===== config.mk =====
export PLATFORM = sky130hd
export DESIGN_NAME = fetch_unit
export DESIGN_NICKNAME = d
export VERILOG_FILES = /design/src/rtl/fetch_unit_pkg.sv /design/src/rtl/fetch_fifo.sv /design/src/rtl/fetch_unit.sv
export SDC_FILE = /design/constraint.sdc
export NUM_CORES = 1
export LEC_CHECK = 0
export CELL_PAD_IN_SITES_DETAIL_PLACEMENT = 1
export CELL_PAD_IN_SITES_GLOBAL_PLACEMENT = 1
export CORE_MARGIN = 5
export CORE_UTILIZATION = 42
export CTS_BUF_LIST = sky130_fd_sc_hd__clkbuf_8
export DETAILED_ROUTE_END_ITERATION = 16
export GPL_TIMING_DRIVEN = 0
export PLACE_DENSITY_LB_ADDON = 0.2
export SETUP_SLACK_MARGIN = 0.4
export SKIP_CTS_REPAIR_TIMING = 1
export SKIP_LAST_GASP = 1
export SYNTH_ARGS = -nofsm -noshare
export SYNTH_HDL_FRONTEND = slang
export SYNTH_SLANG_ARGS = --single-unit

===== constraint.sdc =====
create_clock -name clock -period 2.79 [get_ports clock]
set_input_delay 0.837 -clock clock [delete_from_list [all_inputs] [get_ports clock]]
set_output_delay 0.837 -clock clock [all_outputs]
set_load 0.02 [all_outputs]

===== src/rtl/fetch_unit_pkg.sv =====
// Shared constants and types for the instruction fetch front-end.
// State encodings sit beside the reset PC default so the datapath can reuse them.
package fetch_unit_pkg;

  localparam logic [1:0] FETCH_REQ     = 2'd0;
  localparam logic [1:0] FETCH_WAIT    = 2'd1;
  localparam logic [1:0] FETCH_DISCARD = 2'd2;
  localparam logic [1:0] FETCH_IDLE    = 2'd3;

  localparam logic [31:0] RESET_PC_DEFAULT   = 32'h0000_0000;
  localparam int          FIFO_DEPTH_DEFAULT = 2;

  typedef struct packed {
    logic [31:0] instruction;
    logic [31:0] pc;
  } fetchEntry_t;

  function automatic logic [31:0] wordAlign(input logic [31:0] addr);
    return addr & 32'hFFFF_FFFC;
  endfunction

endpackage


===== src/rtl/fetch_fifo.sv =====
// Small synchronous FIFO with flush and a head read straight from storage flops.
// DEPTH must be a power of two so the pointers wrap on their own.
module fetch_fifo #(
  parameter int DEPTH = 2,
  parameter int WIDTH = 64,
  localparam int PW = $clog2(DEPTH),
  localparam int CW = PW + 1
) (
  input  logic             clock,
  input  logic             reset_n,
  input  logic             push,
  input  logic [WIDTH-1:0] pushData,
  input  logic             pop,
  input  logic             flush,
  output logic [CW-1:0]    count,
  output logic             headValid,
  output logic [WIDTH-1:0] headData
);

  logic [WIDTH-1:0] mem [DEPTH];
  logic [PW-1:0]    wrPtr;
  logic [PW-1:0]    rdPtr;
  logic             doPush;
  logic             doPop;

  assign doPop  = pop && (count != '0);
  // A full FIFO still takes a push when the head leaves in the same cycle.
  assign doPush = push && ((count != CW'(DEPTH)) || doPop);

  always_ff @(posedge clock or negedge reset_n) begin
    if (!reset_n) begin
      wrPtr <= '0;
      rdPtr <= '0;
      count <= '0;
      for (int i = 0; i < DEPTH; i++) mem[i] <= '0;
    end else if (flush) begin
      wrPtr <= '0;
      rdPtr <= '0;
      count <= '0;
    end else begin
      if (doPush) begin
        mem[wrPtr] <= pushData;
        wrPtr      <= wrPtr + PW'(1);
      end
      if (doPop) rdPtr <= rdPtr + PW'(1);
      case ({doPush, doPop})
        2'b10:   count <= count + CW'(1);
        2'b01:   count <= count - CW'(1);
        default: ;
      endcase
    end
  end

  assign headValid = (count != '0);
  assign headData  = mem[rdPtr];

endmodule


===== src/rtl/fetch_unit.sv =====
// Instruction fetch front-end: one outstanding imem read, buffered words with PCs,
// valid/ready delivery to the datapath and redirect with flush of buffered/in-flight words.
module fetch_unit
  import fetch_unit_pkg::*;
#(
  parameter logic [31:0] RESET_PC   = RESET_PC_DEFAULT,
  parameter int          FIFO_DEPTH = FIFO_DEPTH_DEFAULT
) (
  input  logic        clock,
  input  logic        reset_n,
  output logic        imemReq,
  output logic [31:0] imemAddr,
  input  logic        imemReady,
  input  logic        imemValid,
  input  logic [31:0] imemData,
  output logic        oValid,
  output logic [31:0] oInstruction,
  output logic [31:0] oPc,
  input  logic        iReady,
  input  logic        iRedirect,
  input  logic [31:0] iRedirectPc,
  output logic [1:0]  dbgState
);

  // Handshakes: a beat moves only in a cycle where both valid and ready are high;
  // imemReq/imemAddr and oValid/oInstruction/oPc hold until their beat moves or a redirect flushes.

  localparam int CW = $clog2(FIFO_DEPTH) + 1;

  logic [1:0]    state;
  logic [1:0]    stateNext;
  logic [31:0]   fetchPc;
  logic [31:0]   pcNext;
  logic          reqEnable;
  logic          transfer;
  logic          pop;
  logic          pushEn;
  logic [CW-1:0] count;
  logic [CW:0]   countAfterPush;
  fetchEntry_t   pushEntry;
  fetchEntry_t   headEntry;

  // reqEnable keeps imemReq low while reset is held and for the release cycle.
  assign imemReq  = reqEnable && (state == FETCH_REQ);
  assign imemAddr = fetchPc;
  assign transfer = imemReq && imemReady;
  assign pop      = oValid && iReady;
  assign dbgState = state;

  assign countAfterPush = {1'b0, count} + (CW+1)'(1) - {{CW{1'b0}}, pop};
  assign pushEntry      = '{instruction: imemData, pc: fetchPc};

  always_comb begin
    stateNext = state;
    pcNext    = fetchPc;
    pushEn    = 1'b0;
    case (state)
      FETCH_REQ: if (transfer) stateNext = FETCH_WAIT;
      FETCH_WAIT:
        if (imemValid) begin
          pushEn    = 1'b1;
          pcNext    = fetchPc + 32'd4;
          stateNext = (countAfterPush < (CW+1)'(FIFO_DEPTH)) ? FETCH_REQ : FETCH_IDLE;
        end
      FETCH_DISCARD: if (imemValid) stateNext = FETCH_REQ;
      FETCH_IDLE:    if (pop) stateNext = FETCH_REQ;
      default:       stateNext = FETCH_REQ;
    endcase
    // A redirect overrides everything; only a request already handed to memory forces DISCARD.
    if (iRedirect) begin
      pushEn = 1'b0;
      pcNext = wordAlign(iRedirectPc);
      case (state)
        FETCH_REQ:     stateNext = transfer ? FETCH_DISCARD : FETCH_REQ;
        FETCH_WAIT:    stateNext = imemValid ? FETCH_REQ : FETCH_DISCARD;
        FETCH_DISCARD: stateNext = imemValid ? FETCH_REQ : FETCH_DISCARD;
        default:       stateNext = FETCH_REQ;
      endcase
    end
  end

  always_ff @(posedge clock or negedge reset_n) begin
    if (!reset_n) begin
      state     <= FETCH_REQ;
      fetchPc   <= RESET_PC;
      reqEnable <= 1'b0;
    end else begin
      state     <= stateNext;
      fetchPc   <= pcNext;
      reqEnable <= 1'b1;
    end
  end

  fetch_fifo #(
    .DEPTH (FIFO_DEPTH),
    .WIDTH ($bits(fetchEntry_t))
  ) u_fifo (
    .clock     (clock),
    .reset_n   (reset_n),
    .push      (pushEn),
    .pushData  (pushEntry),
    .pop       (pop),
    .flush     (iRedirect),
    .count     (count),
    .headValid (oValid),
    .headData  (headEntry)
  );

  assign oInstruction = headEntry.instruction;
  assign oPc          = headEntry.pc;

endmodule

flops_by_reg.png
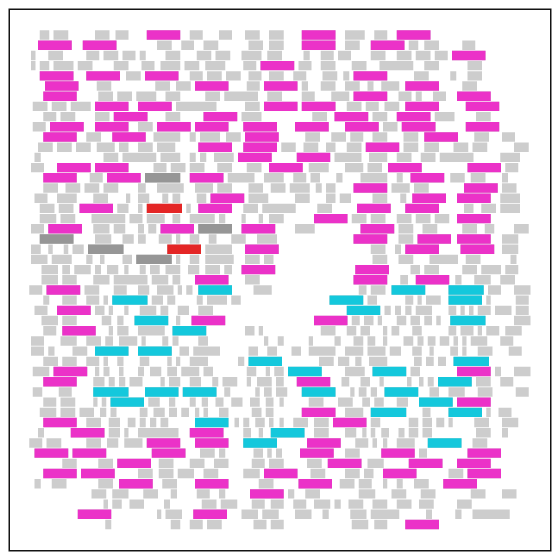
red -> u_fifo.count  # placed flops 2
magenta -> u_fifo.mem  # placed flops 124, where spread over the die
cyan -> imemAddr  # placed flops 30
not colored = 5
Util after Layout: 0.589
Seq/total area: 0.385
FF+latch area: 4040 µm²
sequential power: 3.53 mW

layer_met2.png
Cells faint in the background.
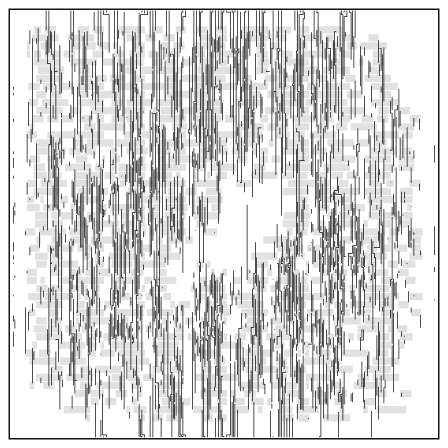
nets with wire on the layer = 823
longest straight run = 67.3 µm

==> flow_metrics.env <==
# source this file to load flow results
export IMPL_ys_flop_type="dfrtp_1"
export IMPL_lay_top_count="mux2_2"
export IMPL_max_flop_register="u_fifo.mem"
export IMPL_die_h_um=144
export IMPL_fin_area_um2=10500
export IMPL_area_growth_pct=39.2
export IMPL_power_density_nw_per_um2=859
export IMPL_crit_buf_inv=3
export IMPL_path_clk_slew_ns=0.10
export IMPL_numClockSinks=161
export IMPL_min_period_ns=2.59
export IMPL_tap_cell_count=229
export IMPL_overflow=0
export IMPL_dp_hpwl_um=14500
export IMPL_num_vias=5670
export IMPL_dieArea_um2=20700
export IMPL_syn_area_um2=7550
export IMPL_layout_nets=873
export IMPL_logic_gates=387
export IMPL_totalWireLength_um=21900
export IMPL_largest_area_cell="dfrtp_1"
export IMPL_final_cell_mix="mux2_2, dfrtp_1, clkdlybuf4s50_1"
export IMPL_detail_route_antenna_nets=0
export IMPL_yosys_area_um2=7550
export IMPL_tightest_slew_ns=0.770
export IMPL_clock_buffers=19
export IMPL_finalHoldViolations=0
export IMPL_power_mw=9.02
export IMPL_crit_chain="buf_12 -> buf_12 -> mux2_2 -> dlymetal6s2s_1"
export IMPL_slowest_stage="dfrtp_2"
export IMPL_intPower_mw=5.92
export IMPL_async_flop_share=1.00
export IMPL_synth_distinct_cells=44
export IMPL_fin_skew_ns=0.0147
export IMPL_worst_r2r_setup_slack_ns=0.40
export IMPL_fin_cells=1038
export IMPL_synth_cells=588
export IMPL_common_cells="mux2_2, dfrtp_1, nand2_1"
export IMPL_syn_area_per_cell_um2=12.8
export IMPL_clk_latency_ns=0.47
export IMPL_placed_area_um2=9490
export IMPL_top_layer_used="met4"
export IMPL_pre_cts_slack_ns=-0.751
export IMPL_nFillCells=1776
export IMPL_core_um2=17800
export IMPL_maxCapViolCount=0
export IMPL_place_gp_congestion=0.797
export IMPL_grt_first_pass_wirelength_um=32900
export IMPL_p_seq_frac=0.392
export IMPL_dominant_cells="registers"
export IMPL_adder_share=0.0116
export IMPL_die_w_um=144
export IMPL_grt_pass1_vias=6171
export IMPL_max_clock_freq_mhz=385
export IMPL_buffer_area_frac=0.210
export IMPL_drtPass1Iterations=4
export IMPL_cpPeakStageDelay_ns=0.44
export IMPL_portBuffers=162
export IMPL_cts_tree="done"
export IMPL_mux_share=0.279
export IMPL_rows=49
export IMPL_area_leaders="dfrtp_1, mux2_2, or4_1, a31oi_1, o31ai_1"
export IMPL_relSlewSlack=0.487
export IMPL_h_tree_depth=4
export IMPL_path_class="reg2out"
export IMPL_worst_setup_path_start_kind="flip-flop"
export IMPL_ioPinCount=170
export IMPL_cts_made_buffers=17
export IMPL_drtIter0Drc=236
export IMPL_wl_met1_um=9070
export IMPL_critPathRequiredTime_ns=1.95
export IMPL_top_cell_area_share=0.534
export IMPL_ir_worst_vdd_v=0.000543
export IMPL_setup_tns_ns=0
export IMPL_comb_power_share=0.411
export IMPL_top_logic_kind="multiplexers"
export IMPL_inv_count=7
export IMPL_grt_max_degree=82
export IMPL_clockBufferDepth=2
export IMPL_critPathLaunch="u_fifo.rdPtr"
export IMPL_switching_share=0.344
export IMPL_maxSlewViolCount=0
export IMPL_r2r_cells=8
export IMPL_cts_root_buf="clkbuf_8"
export IMPL_ys_sh_simple=0.0857
export IMPL_clkCellAreaFrac=0.0392
export IMPL_antenna_found_initial=0
export IMPL_antenna_cells=0
export IMPL_design_seq_count=161
export IMPL_whs_ns=0.392
export IMPL_yosysSeqAreaShare=0.534
export IMPL_vias_per_cell=5.46
export IMPL_synth_most_common_cell="mux2_2"
export IMPL_p_sw_mw=3.10
export IMPL_largest_reg_flops=124
export IMPL_rsz0062_at_grt="yes"
export IMPL_hp_class="in2async"
export IMPL_layout_drive_gt1_share=0.445
export IMPL_initial_core_util=0.423
export IMPL_yosys_cells=588
export IMPL_status="finished clean"
export IMPL_period_used=0.930
export IMPL_combGateArea_um2=3520
export IMPL_sh_comb_area=0.336
export IMPL_critPathCaptureType="primary output"
export IMPL_cp_max_fo=10
export IMPL_xor_area_frac=0.0128
congestion.png
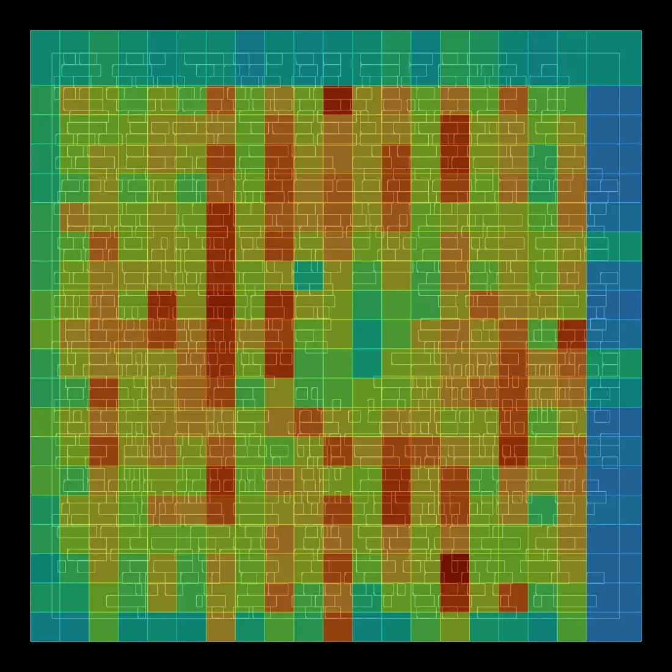
Global Route Usage Sum: 0.202
most used routing layer: met2
met3 usage: 0.0460
drt wl/cell: 21.1 µm
met2 Track Usage GR: 0.347

## worst max path at each step
stage                           end  cells past startpoint  slack [ns]
finish                      oPc[16]                      4        0.20
global route                oPc[16]                      4        0.14
CTS                         oPc[18]                      4       -0.92
detailed placement  u_fifo.mem[125]                      5       -0.75
global placement    u_fifo.mem[124]                      1       -5.51
floorplan              imemAddr[21]                      7        0.52
## power groups by stage
stage | Clock [mW] | Combinational (mW) | Sequential (mW)
after CTS | 1.81 | 3.61 | 3.49
after global placement | 0 | 3.49 | 3.46
final | 1.78 | 3.70 | 3.53
after floorplan | 0 | 2.05 | 3.44
after detailed placement | 0 | 3.59 | 3.53
after global routing | 1.92 | 3.96 | 3.62
Power is estimated from default activity; no workload was simulated.
